==> config.mk <==
export PLATFORM = sky130hd
export DESIGN_NAME = mem_arbiter_rr
export DESIGN_NICKNAME = d
export VERILOG_FILES = /design/src/rtl/pdu_arb_pkg.sv /design/src/rtl/mem_arbiter_rr_pick.sv /design/src/rtl/mem_arbiter_rr.sv
export SDC_FILE = /design/constraint.sdc
export NUM_CORES = 1
export LEC_CHECK = 0
export ABC_AREA = 0
export CAP_MARGIN = 20
export CORE_AREA = 2 2 130 132
export CTS_CLUSTER_DIAMETER = 30
export DETAILED_ROUTE_END_ITERATION = 16
export DIE_AREA = 0 0 132 134
export MAX_ROUTING_LAYER = met4
export PLACE_DENSITY = 0.72
export SYNTH_ARGS = -nofsm -noshare
export SYNTH_HDL_FRONTEND = slang
export SYNTH_SLANG_ARGS = --single-unit
==> constraint.sdc <==
create_clock -name sys_clk -period 13.2 [get_ports sys_clk]
set_input_delay 2.64 -clock sys_clk [delete_from_list [all_inputs] [get_ports sys_clk]]
set_output_delay 2.64 -clock sys_clk [all_outputs]
set_load 0.02 [all_outputs]
==> src/rtl/pdu_arb_pkg.sv <==
// ---------------------------------------------------------------------------
// pdu_arb_pkg
// Shared constants and helpers for the round-robin memory arbiter.
//   MAX_M        : largest master count the arbiter supports
//   IDW          : width of a master index / id field
//   onehotToIdx  : one-hot grant vector -> master index
//   sliceLsb     : lsb position of master <idx> inside a packed bus
//   wrapNext     : index increment that wraps at n
// ---------------------------------------------------------------------------
package pdu_arb_pkg;

  localparam int MAX_M = 8;
  localparam int IDW   = $clog2(MAX_M);

  // OR-reduction encoder; the result is only meaningful for one-hot or zero input
  function automatic logic [IDW-1:0] onehotToIdx(input logic [MAX_M-1:0] oh);
    logic [IDW-1:0] idx;
    idx = '0;
    for (int i = 0; i < MAX_M; i++) begin
      if (oh[i]) idx = idx | IDW'(i);
    end
    return idx;
  endfunction

  function automatic int sliceLsb(input int idx, input int width);
    return idx * width;
  endfunction

  function automatic logic [IDW-1:0] wrapNext(input logic [IDW-1:0] idx, input int n);
    logic [IDW-1:0] nxt;
    if (int'(idx) >= n - 1) nxt = '0;
    else                    nxt = idx + 1'b1;
    return nxt;
  endfunction

endpackage

==> src/rtl/mem_arbiter_rr_pick.sv <==
// ---------------------------------------------------------------------------
// arb_rr_pick
// Combinational round-robin picker: rotate the request vector so the
// pointer position becomes bit 0, priority-encode the lowest set bit,
// then rotate the winner back to its real master index.
//   req [N-1:0]   : request vector
//   ptr [IDW-1:0] : highest-priority master this cycle (must be < N)
//   gnt [N-1:0]   : one-hot winner (zero when nothing requested)
//   idx [IDW-1:0] : winner index
//   any           : at least one request present
// ---------------------------------------------------------------------------
module arb_rr_pick
  import pdu_arb_pkg::*;
#(
  parameter int N = 3
) (
  input  logic [N-1:0]   req,
  input  logic [IDW-1:0] ptr,
  output logic [N-1:0]   gnt,
  output logic [IDW-1:0] idx,
  output logic           any
);

  logic [N-1:0]   w_rot;
  logic [IDW-1:0] w_off;
  logic           w_found;

  // Rotated bit k holds the request of master (ptr + k) mod N
  always_comb begin
    w_rot = '0;
    for (int k = 0; k < N; k++) begin
      for (int j = 0; j < N; j++) begin
        if (j == (int'(ptr) + k) % N) w_rot[k] = req[j];
      end
    end
  end

  // Scan downwards so the lowest rotated position wins
  always_comb begin
    w_off   = '0;
    w_found = 1'b0;
    for (int k = N - 1; k >= 0; k--) begin
      if (w_rot[k]) begin
        w_off   = IDW'(k);
        w_found = 1'b1;
      end
    end
  end

  always_comb begin
    idx = IDW'((int'(ptr) + int'(w_off)) % N);
    any = w_found;
    gnt = '0;
    for (int k = 0; k < N; k++) begin
      gnt[k] = w_found && (idx == IDW'(k));
    end
  end

endmodule

==> src/rtl/mem_arbiter_rr.sv <==
// ---------------------------------------------------------------------------
// mem_arbiter_rr
// Round-robin arbiter for NUM_M masters sharing one single-port synchronous
// memory, with per-master lock and a debug-exclusive mode.
// Ports:
//   sys_clk, sys_rst (async, active-low)
//   excl_en                 : only PRIO_M may be granted
//   m_req/m_lock/m_we       : per-master request, lock, write flag
//   m_addr/m_wdata          : packed per-master address / write data
//   m_gnt                   : one-hot grant (combinational)
//   m_rvalid/m_rdata        : read return, RD_LAT cycles after the grant
//   mem_addr/mem_wdata/mem_we/mem_re/mem_rdata : memory side
// Optional build macro ARB_PERF_CNT_EN adds stat_gnt_cnt / stat_wait_cnt,
// one saturating 32-bit counter per master each.
// ---------------------------------------------------------------------------
module mem_arbiter_rr
  import pdu_arb_pkg::*;
#(
  parameter int NUM_M  = 3,
  parameter int AW     = 32,
  parameter int DW     = 32,
  parameter int RD_LAT = 1,
  parameter int PRIO_M = 0
) (
  input  logic                sys_clk,
  input  logic                sys_rst,
  input  logic                excl_en,
  input  logic [NUM_M-1:0]    m_req,
  input  logic [NUM_M-1:0]    m_lock,
  input  logic [NUM_M-1:0]    m_we,
  input  logic [NUM_M*AW-1:0] m_addr,
  input  logic [NUM_M*DW-1:0] m_wdata,
  output logic [NUM_M-1:0]    m_gnt,
  output logic [NUM_M-1:0]    m_rvalid,
  output logic [DW-1:0]       m_rdata,
  output logic [AW-1:0]       mem_addr,
  output logic [DW-1:0]       mem_wdata,
  output logic                mem_we,
  output logic                mem_re,
`ifdef ARB_PERF_CNT_EN
  input  logic [DW-1:0]       mem_rdata,
  output logic [NUM_M*32-1:0] stat_gnt_cnt,
  output logic [NUM_M*32-1:0] stat_wait_cnt
`else
  input  logic [DW-1:0]       mem_rdata
`endif
);

  logic [IDW-1:0]   r_ptr;
  logic             r_lockValid;
  logic [IDW-1:0]   r_lockOwner;
  logic [RD_LAT-1:0] r_pipeValid;
  logic [IDW-1:0]   r_pipeId [RD_LAT];

  logic [NUM_M-1:0] w_pickGnt;
  logic [IDW-1:0]   w_pickIdx;
  logic             w_pickAny;
  logic [NUM_M-1:0] w_gntRaw;
  logic [NUM_M-1:0] w_gnt;
  logic             w_lockHit;
  logic [IDW-1:0]   w_gntIdx;
  logic             w_any;
  logic             w_isWrite;
  logic             w_gntLocked;

  arb_rr_pick #(.N(NUM_M)) u_pick (
    .req (m_req),
    .ptr (r_ptr),
    .gnt (w_pickGnt),
    .idx (w_pickIdx),
    .any (w_pickAny)
  );

  // Grant priority: exclusive mode, then a live lock owner, then round-robin
  always_comb begin
    w_gntRaw  = '0;
    w_lockHit = 1'b0;
    for (int k = 0; k < NUM_M; k++) begin
      if (r_lockValid && (r_lockOwner == IDW'(k)) && m_req[k]) w_lockHit = 1'b1;
    end
    if (excl_en) begin
      w_gntRaw[PRIO_M] = m_req[PRIO_M];
    end else if (w_lockHit) begin
      for (int k = 0; k < NUM_M; k++) begin
        w_gntRaw[k] = (r_lockOwner == IDW'(k));
      end
    end else if (w_pickAny) begin
      w_gntRaw = w_pickGnt;
    end
  end

  // Grants are forced low while reset is held, so nothing reaches the memory
  always_comb begin
    w_gnt       = w_gntRaw & {NUM_M{sys_rst}};
    w_any       = |w_gnt;
    w_gntIdx    = onehotToIdx(MAX_M'(w_gnt));
    w_isWrite   = |(w_gnt & m_we);
    w_gntLocked = |(w_gnt & m_lock);
    m_gnt       = w_gnt;
    mem_we      = w_any & w_isWrite;
    mem_re      = w_any & ~w_isWrite;
    m_rdata     = mem_rdata;
  end

  // Without a grant w_gntIdx is 0, so the memory sees master 0's bus
  always_comb begin
    if (sys_rst) begin
      mem_addr  = m_addr[sliceLsb(int'(w_gntIdx), AW) +: AW];
      mem_wdata = m_wdata[sliceLsb(int'(w_gntIdx), DW) +: DW];
    end else begin
      mem_addr  = '0;
      mem_wdata = '0;
    end
  end

  // Pointer moves only on fresh grants; exclusive mode freezes it and drops any lock
  always_ff @(posedge sys_clk or negedge sys_rst) begin
    if (!sys_rst) begin
      r_ptr       <= '0;
      r_lockValid <= 1'b0;
      r_lockOwner <= '0;
    end else if (excl_en) begin
      r_lockValid <= 1'b0;
    end else begin
      if (w_any && !w_lockHit) r_ptr <= wrapNext(w_gntIdx, NUM_M);
      r_lockValid <= w_gntLocked;
      if (w_gntLocked) r_lockOwner <= w_gntIdx;
    end
  end

  // Read-return pipeline: one stage per cycle of memory latency
  always_ff @(posedge sys_clk or negedge sys_rst) begin
    if (!sys_rst) begin
      r_pipeValid <= '0;
      for (int k = 0; k < RD_LAT; k++) r_pipeId[k] <= '0;
    end else begin
      r_pipeValid[0] <= mem_re;
      r_pipeId[0]    <= w_gntIdx;
      for (int k = 1; k < RD_LAT; k++) begin
        r_pipeValid[k] <= r_pipeValid[k-1];
        r_pipeId[k]    <= r_pipeId[k-1];
      end
    end
  end

  always_comb begin
    m_rvalid = '0;
    for (int k = 0; k < NUM_M; k++) begin
      m_rvalid[k] = r_pipeValid[RD_LAT-1] && (r_pipeId[RD_LAT-1] == IDW'(k));
    end
  end

`ifdef ARB_PERF_CNT_EN
  logic [31:0] r_gntCnt  [NUM_M];
  logic [31:0] r_waitCnt [NUM_M];

  // Saturating statistics: grants taken and cycles spent waiting, per master
  always_ff @(posedge sys_clk or negedge sys_rst) begin
    if (!sys_rst) begin
      for (int k = 0; k < NUM_M; k++) begin
        r_gntCnt[k]  <= '0;
        r_waitCnt[k] <= '0;
      end
    end else begin
      for (int k = 0; k < NUM_M; k++) begin
        if (w_gnt[k] && (r_gntCnt[k] != 32'hFFFF_FFFF)) r_gntCnt[k] <= r_gntCnt[k] + 32'd1;
        if (m_req[k] && !w_gnt[k] && (r_waitCnt[k] != 32'hFFFF_FFFF))
          r_waitCnt[k] <= r_waitCnt[k] + 32'd1;
      end
    end
  end

  always_comb begin
    for (int k = 0; k < NUM_M; k++) begin
      stat_gnt_cnt[k*32 +: 32]  = r_gntCnt[k];
      stat_wait_cnt[k*32 +: 32] = r_waitCnt[k];
    end
  end
`endif

endmodule

run_1/wires.png
Drawn at 4 px/um. Only two layers are drawn.
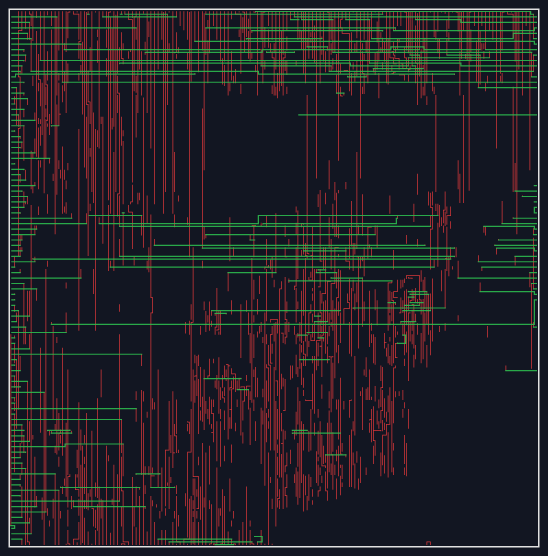
[red] metal 2 | wire length: 8550 um
[green] metal 3 | wire length: 3230 um

run_1/clk_routes.png
Drawn at 4 px/um.
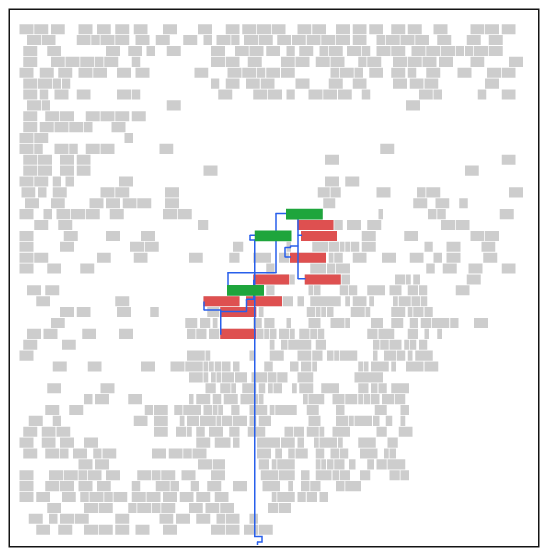
[red] flip-flops | count: 9
[blue] clock wires | length: 178 um
[green] clock drivers | count: 3
routed clock nets: 4

run_1/cell_density.png
Drawn at 2 px/um. 13 x 13 tiles, from white (low) to dark blue (high), 0 to 100% covered.
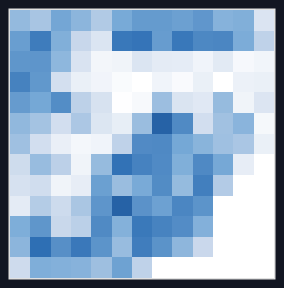
mean over tiles: 34%
tiles over 75% full: 1.2%
fullest tile: 80%
emptiest ninth of the die: bottom right
nearly empty tiles: 12%
densest ninth of the die: bottom middle

==> ci_impl_report.md <==
## Synthesis and layout report

| Metric | Value |
|---|---|
| Synth async-reset ratio | 100% |
| Most instantiated library cell after synthesis | a221o_1 |
| Crit. End Element | primary output |
| Synth flops | 9 |
| Port buffer count | 275 |
| Die width | 132 um |
| First-pass GRT wire length | 28.9 mm |
| Logic cell area | 2760 sq um |
| Cell-internal power | 1.03 mW |
| Final setup TNS | 0 ns |
| Hold_sp | r_lockOwner[1] |
| Synth area leader | a221o_1 |
| CTS tree | yes |
| Critical path class | reg -> out |
| Max reg flops | 3 |
| Placed cell area | 6150 sq um |
| Top non-seq family | AND-OR/OR-AND gates |
| Storage element area | 225 sq um |
| Syn_nets | 713 |
| Total number of vias | 4587 |
| Fin util | 38.3% |
| Reg2reg end | r_pipeValid |
| Core ar. | 16300 sq um |
| Clk_skew | 0.00167 ns |
| Fillcell total | 1685 |
| CTS Root Cell | clkbuf_16 |
| Yosys chip area | 3490 sq um |
| OpenROAD warning count | 36 |
| Post-cts sizing count | 0 |
| Max Cap Viol | 0 |
| Switch share | 53.1% |
| Fmax | 0.0800 GHz |
| Top Registers | r_ptr: 3 flops, r_lockOwner: 2 flops, r_pipeId: 2 flops |
| EDFF count, synth | 0 |
| Seq area share | 3.61% |
| Post-DP HPWL | 18.0 mm |
| Antenna cells | 5 |
| Outcome | finished, final reports clean |
| Fin. max-slew vios | 0 |
| Endpoints failing hold | 0 |
| R2R Path Start | r_ptr[2] |
| 1st-iter DRT viols | 450 |
| Area Growth Syn to Fin | 78.9% |
| Xor/xnor cell area share of the yosys netlist | 1.47% |
| DP Cell Count | 889 |
| Tcrit/Tclk final | 94.7% |
| Max layer used | met4 |
| Met3 usage | 12.8% |
| Rows | 47 |
| Max stage delay on crit path | 0.78 ns |
| Power Density | 353 nW/um^2 |
| Total combinational power | 2.09 mW |
| Die Ht | 134 um |
| Max-area cell share | 18.6% |
| Initial Util | 21.4% |
| Setup ws final | 0.703 ns |
| Mapped Cells | 451 |
| WL met2 | 8.55 mm |
| DR DRC count | 0 |
| Crit start category | flop |
| Top cells excl fill/tap | clkdlybuf4s50_1, a221o_1, and2_0 |
| Crit path max fanout | 46 |
| Clock Power Share | 2.4% |
| ANT nets after route | 0 |
| H-tree levels | 1 |
| Critical path's top delay family | adder cells |
| Clock-cell share of area | 1.26% |
| Avg Inst Size Synth | 7.74 sq um |
| IO Pins | 340 |
| Number of buffers created by CTS | 3 |
Power and IR drop assume default switching activity.
